==> src/rtl/aes_keyram_multi.sv <==
// Round-key store for AES-128/192/256. The key-expansion engine writes WR_W-bit words.
// The round datapath reads one 128-bit key per round, in forward or reverse order.
module aes_keyram_multi #(
  parameter int WR_W   = 64,
  parameter int MAX_RK = 15,
  parameter int ADDR_W = 5
) (
  input  logic              clk,
  input  logic              kill,
  input  logic [1:0]        mode,
  input  logic              dir,
  input  logic              start,
  input  logic              en_wr,
  input  logic [ADDR_W-1:0] addr_wr,
  input  logic [WR_W-1:0]   key_round_wr,
  input  logic              key_ready,
  output logic [127:0]      key_round_rd,
  output logic [3:0]        rk_idx,
  output logic              rk_valid,
  output logic              rk_last,
  output logic              wr_err
);
  localparam int WPK   = 128 / WR_W;
  localparam int DEPTH = MAX_RK * WPK;
  localparam logic [ADDR_W:0] DEPTH_A = (ADDR_W+1)'(DEPTH);

  typedef enum logic {IDLE, RUN} state_t;

  state_t                     state;
  logic [3:0]                 ptr, nr_q;
  logic                       dir_q;
  logic [WR_W-1:0]            mem [DEPTH];
  logic                       wr_ok;
  logic [3:0]                 nr_sel, nxt_ptr, nxt_nr;
  logic                       nxt_dir, nxt_last, upd;
  logic [ADDR_W-1:0]          rd_base;
  logic [WPK-1:0][WR_W-1:0]   rd_words;

  // One extra bit so DEPTH == 2^ADDR_W still compares correctly.
  assign wr_ok = ({1'b0, addr_wr} < DEPTH_A);

  // Storage is deliberately not cleared by kill.
  always_ff @(posedge clk)
    if (!kill && en_wr && wr_ok) mem[addr_wr] <= key_round_wr;

  always_comb begin
    case (mode)
      2'b01:   nr_sel = 4'd12;
      2'b10:   nr_sel = 4'd14;
      default: nr_sel = 4'd10;
    endcase
  end

  // Start always wins over key_ready; key_ready only counts once running.
  always_comb begin
    upd     = 1'b0;
    nxt_ptr = ptr;
    nxt_nr  = nr_q;
    nxt_dir = dir_q;
    if (start) begin
      upd     = 1'b1;
      nxt_nr  = nr_sel;
      nxt_dir = dir;
      nxt_ptr = dir ? nr_sel : 4'd0;
    end else if (state == RUN && key_ready) begin
      upd = 1'b1;
      if (ptr == (dir_q ? 4'd0 : nr_q)) nxt_ptr = dir_q ? nr_q : 4'd0;
      else                              nxt_ptr = dir_q ? ptr - 4'd1 : ptr + 4'd1;
    end
    nxt_last = (nxt_ptr == (nxt_dir ? 4'd0 : nxt_nr));
  end

  // Lowest word of a key lands in the top bits of the 128-bit round key.
  assign rd_base = ADDR_W'(32'(nxt_ptr) * WPK);
  for (genvar j = 0; j < WPK; j++) begin : g_rd
    assign rd_words[WPK-1-j] = mem[rd_base + ADDR_W'(j)];
  end

  always_ff @(posedge clk) begin
    if (kill) begin
      state        <= IDLE;
      ptr          <= '0;
      nr_q         <= '0;
      dir_q        <= 1'b0;
      key_round_rd <= '0;
      rk_idx       <= '0;
      rk_valid     <= 1'b0;
      rk_last      <= 1'b0;
      wr_err       <= 1'b0;
    end else begin
      wr_err <= en_wr && !wr_ok;
      if (upd) begin
        state        <= RUN;
        ptr          <= nxt_ptr;
        nr_q         <= nxt_nr;
        dir_q        <= nxt_dir;
        key_round_rd <= rd_words;
        rk_idx       <= nxt_ptr;
        rk_last      <= nxt_last;
        rk_valid     <= 1'b1;
      end
    end
  end
endmodule

==> config.mk <==
export PLATFORM = sky130hd
export DESIGN_NAME = aes_keyram_multi
export DESIGN_NICKNAME = d
export VERILOG_FILES = /design/src/rtl/aes_keyram_multi.sv
export SDC_FILE = /design/constraint.sdc
export NUM_CORES = 2
export LEC_CHECK = 0
export ABC_AREA = 1
export CAP_MARGIN = 20
export CORE_AREA = 5 5 413 374
export DETAILED_ROUTE_END_ITERATION = 8
export DIE_AREA = 0 0 418 379
export HOLD_SLACK_MARGIN = 0.08
export PLACE_DENSITY = 0.75
export REMOVE_ABC_BUFFERS = 1
export SETUP_SLACK_MARGIN = 0.1
export SLEW_MARGIN = 5
export SYNTH_ARGS = -nofsm -noshare
export SYNTH_HDL_FRONTEND = slang
export SYNTH_SLANG_ARGS = --single-unit
==> constraint.sdc <==
create_clock -name clk -period 9.94 [get_ports clk]
set_input_delay 1.988 -clock clk [delete_from_list [all_inputs] [get_ports clk]]
set_output_delay 1.988 -clock clk [all_outputs]
set_load 0.02 [all_outputs]
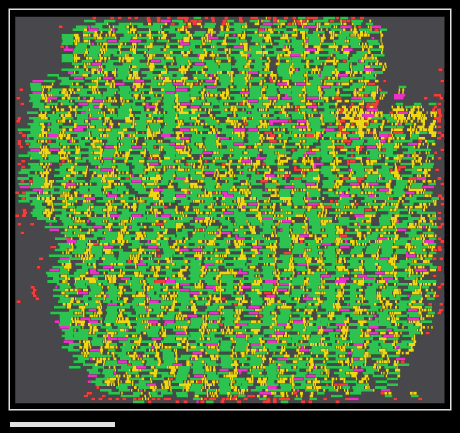
(images/class_map.png)
Bar = 100 um. Fill, decap, tap and diode cells in grey.
yellow -> remaining logic cells  # cells 5558, share of their area 27%
green -> registers  # cells 2060, share of their area 63%
magenta -> clock drivers and dummy loads  # cells 369, share of their area 6.5%
red -> remaining buffers and delay cells  # cells 318, share of their area 3.4%
cell row count: 135
area of the core region: 150000 um2
area of all placed cells without fillers: 98900 um2
flop share of the area: 61.1%
post-layout util: 66.1%

==> ci_impl_report.md <==
### Metrics collected by this job

| Metric | Value |
|---|---|
| Number of cells in Yosys stat | 8157 |
| 1st-pass router iterations | 7 |
| Number of DRC violations after detailed-routing iteration 0 | around 8000 |
| Max Transition Viols Final | 0 |
| Top Ports | ~210 |
| Measured slew at the worst slew-check pin | ~1.2 ns |
| Share of flip-flops with an asynchronous set or reset | 0% |
| Worst hold path depth | 2 |
| Path type of the worst min-delay path | register to register |
| Net Switching | ~4.3 mW |
| Overall power of the completed layout | approximately 19 mW |
| Critical Path Source | start |
| Setup-violating endpoint count in the final report | 0 |
| Share of Yosys cell area claimed by the top area cell type | about two thirds |
| Maximum buffer depth of the clock tree | 3 |
| Mean area per synthesized cell | ~11 um2 |
| Slowest-stage cell, CP | buf_4 |
| Antenna violations before repair | 11 |
| Critical path required time | 10.63 ns |
| Clock insertion delay at the later pin of the skew report | ~0.8 ns |
| Count of fill cells added during filler insertion | ~11000 |
| Critical path data arrival time | 7.01 ns |
| Total global routing overflow | 0 |
| CP top delay family | buffers and inverters |
| Via/cell ratio | between 5 and 6 |
| Switching share of power | between 20% and 30% |
| Vias in the first global route | between 50000 and 60000 |
| Setup clock skew after layout | 0.0274 ns |
| Internal Power | ~14 mW |
| Residual antenna-violating net count after detailed routing | 0 |
| Part of the Yosys area used for sequential elements | 67.8% |
| Die width | roughly 420 um |
| Setup repair after global routing missed its margin | no |
| Finished Layout Cells | ~10000 |
| Maximum net fanout on the critical path | just over 90 |
| Post-synth tally of flip-flops with integrated enable | 1920 |
| Layout area overhead | 11.0% |
| Chip area from the yosys synthesis statistics | between 80000 and 90000 um2 |
| Chip Footprint | around 160000 um2 |
| Proportion of layout cells with a drive suffix above 1 | roughly 5.1% |
| Top post-synthesis cells by area | edfxtp_1 (65%), nand3_1 (11%), inv_1 (6.1%) |
| Pin count of the biggest net entering global routing | between 200 and 250 |
| Dominant power group | sequential cells |
| Reg2Reg Setup Slack | between 5 and 6 ns |
| Pwr/cell area | 187 nW/um2 |
| Reported leakage power | between 30 and 40 nW |
| Worst-path cell chain | clkdlybuf4s50_1, inv_1, nand2_4, inv_1, nand2_8, buf_4, buf_4, nand3_1, nand3_1, nand3_1, nand3_1, nand3_1, nand2_1, inv_1 |
| Status | completed |
| Final hold viol count | 0 |
| Worst slack, placed | slightly above 3 ns |
| Register share of total power | 52.2% |
| Post_cts resized | 0 |
| DPL Wire Length | 115 mm |
| Global-route wire length before repair | about 360 mm |
| Highest attainable clock frequency | ~160 MHz |
| Post-CTS setup buffer count | 0 |
| Y dimension of the die | 379 um |
| Cell area after synthesis | ~89000 um2 |
| Core utilization before placement | slightly below 60% |
| Remaining design rule violation count | 0 |
| Sink of the worst hold path | state$_SDFFE_PP0P_ |
| Worst setup path endpoint | key_round_rd[97]$_SDFFE_PP0P_ |
| Hold buffer count at cts | 0 |
| GPL Wtd Cong | 0.810 |
| CP dominant cell by count | nand3_1 |
| Worst slew margin relative to its limit | approximately a fifth |
| Cell at the root of the clock tree | clkbuf_16 |
| Tool warnings | 68 |
| VDD IR max | ~180 uV |
| Power dissipated in sequential cells | between 9 and 10 mW |
| Stages on the worst setup path | 14 |
| Register bit total from synthesis | between 2000 and 2500 |
| Combinational group share of total power | around 8.3% |
| Number of standard cells after synthesis | around 8200 |
| Top post-synthesis cells by count | nand3_1 (1932), edfxtp_1 (1920), inv_1 (1437) |
| Clock H-tree levels | 4 |
| Clock net power | 7.33 mW |
| Clock slew at reported path FFs | roughly 0.060 ns |
| Instance area after placement | 92600 um2 |
| Max cap viols | 0 |
| YS warnings | 0 |
| Post-synth top area cell | edfxtp_1 |
| Start-to-end type of the worst setup path | primary input to register |
| Startpoint of the most critical hold path | state$_SDFFE_PP0P_ |
| Fin crit share | 63.5% |
| # clock sinks | just over 2000 |
| Time the final worst path needs with I/O delays and setup | between 6 and 7 ns |
| Number of distinct standard cells referenced by the synthesized netlist | 29 |
| Final layout net count | between 8000 and 9000 |
| Setup TNS Final | 0 ns |
| Worst-case setup margin in the final layout | 3.63 ns |
| Worst-case reg-to-reg path depth | 16 |
| Worst setup EP type | register |
| Cell with the most instances after synthesis | nand3_1 |
| Crit Reg-Reg Endpoint | key_round_rd[27]$_SDFFE_PP0P_ |
| Instance count after placement with tap cells included | approximately 9900 |
| Comb group | roughly 1.5 mW |
| Critical path's largest stage delay | roughly 0.93 ns |
| Number of buffers inserted by port buffering | between 200 and 250 |
| TritonCTS clock tree | built |
| Predominant post-synthesis flop cell | edfxtp_1 |
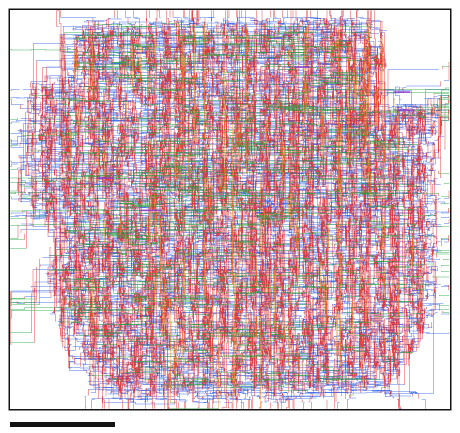
(images/layers.png)
Bar = 100 um.
blue -> M1  # wire length 90.2 mm
orange -> M4  # wire length 9150 um
green -> M3  # wire length 26.9 mm
purple -> M5  # wire length 71.8 um
red -> M2  # wire length 112 mm
per-cell routed wire length: 23.1 um
total wirelength of the detailed-routed design: 238 mm
detailed-route via count: 61400
All-Layer GR Usage: 29.7%

## cell usage in the layout, fill, tap and decap left out, types with 5 or more instances in the layout
cell type | synthesis | layout
diode_2 | 0 | 6
bufinv_16 | 0 | 11
inv_1 | 1437 | 1435
nor3_2 | 0 | 9
nor2_1 | 47 | 26
o21ai_0 | 132 | 132
inv_6 | 0 | 5
a21oi_1 | 133 | 133
nand3b_1 | 642 | 642
nand2_1 | 1203 | 1200
clkdlybuf4s50_1 | 0 | 211
edfxtp_1 | 1920 | 1920
nand3_1 | 1932 | 1931
clkinv_2 | 0 | 34
clkinv_1 | 0 | 36
clkbuf_1 | 169 | 60
nor2_4 | 0 | 22
dfxtp_1 | 140 | 140
buf_12 | 0 | 23
buf_4 | 32 | 79
clkbuf_16 | 0 | 205
clkbuf_8 | 0 | 12
## area by class of cell
cell class	instances	area, um2	share of cell area [%]
multi-input combinational	4118	21000	21.2
inverter	1440	5420	5.48
tap	1986	2480	2.51
clock buffer	277	5520	5.58
antenna	6	15.0	0.0152
sequential	2060	60500	61.1
clock inverter	92	771	0.779
timing repair buffer	318	3260	3.30
## sequential cells by signal, summed over array words and instances (netlist names)
register / cells
nr_q: 4
rk_last: 1
wr_err: 1
dir_q: 1
key_round_rd: 128
mem: 1920
state: 1
ptr: 4
## cell families after synthesis
logic type,share of synthesized area (%)
AOI/OAI and AO/OA,1.50
buffers and inverters,8.93
DFF,67.8
and+or+nand+nor,21.6
adders and majority gates,0.0646
xor gates and xnor gates,0.0393
## per-layer routing
| layer | track usage, % | part of all wire [%] |
|---|---|---|
| met2 | 47.9 | 47 |
| met5 | 0 | 0.030 |
| met1 | 40.4 | 38 |
| met4 | 11.8 | 3.8 |
| met3 | 5.51 | 11 |
No activity file was given, so power comes from the tool's default toggle rates.
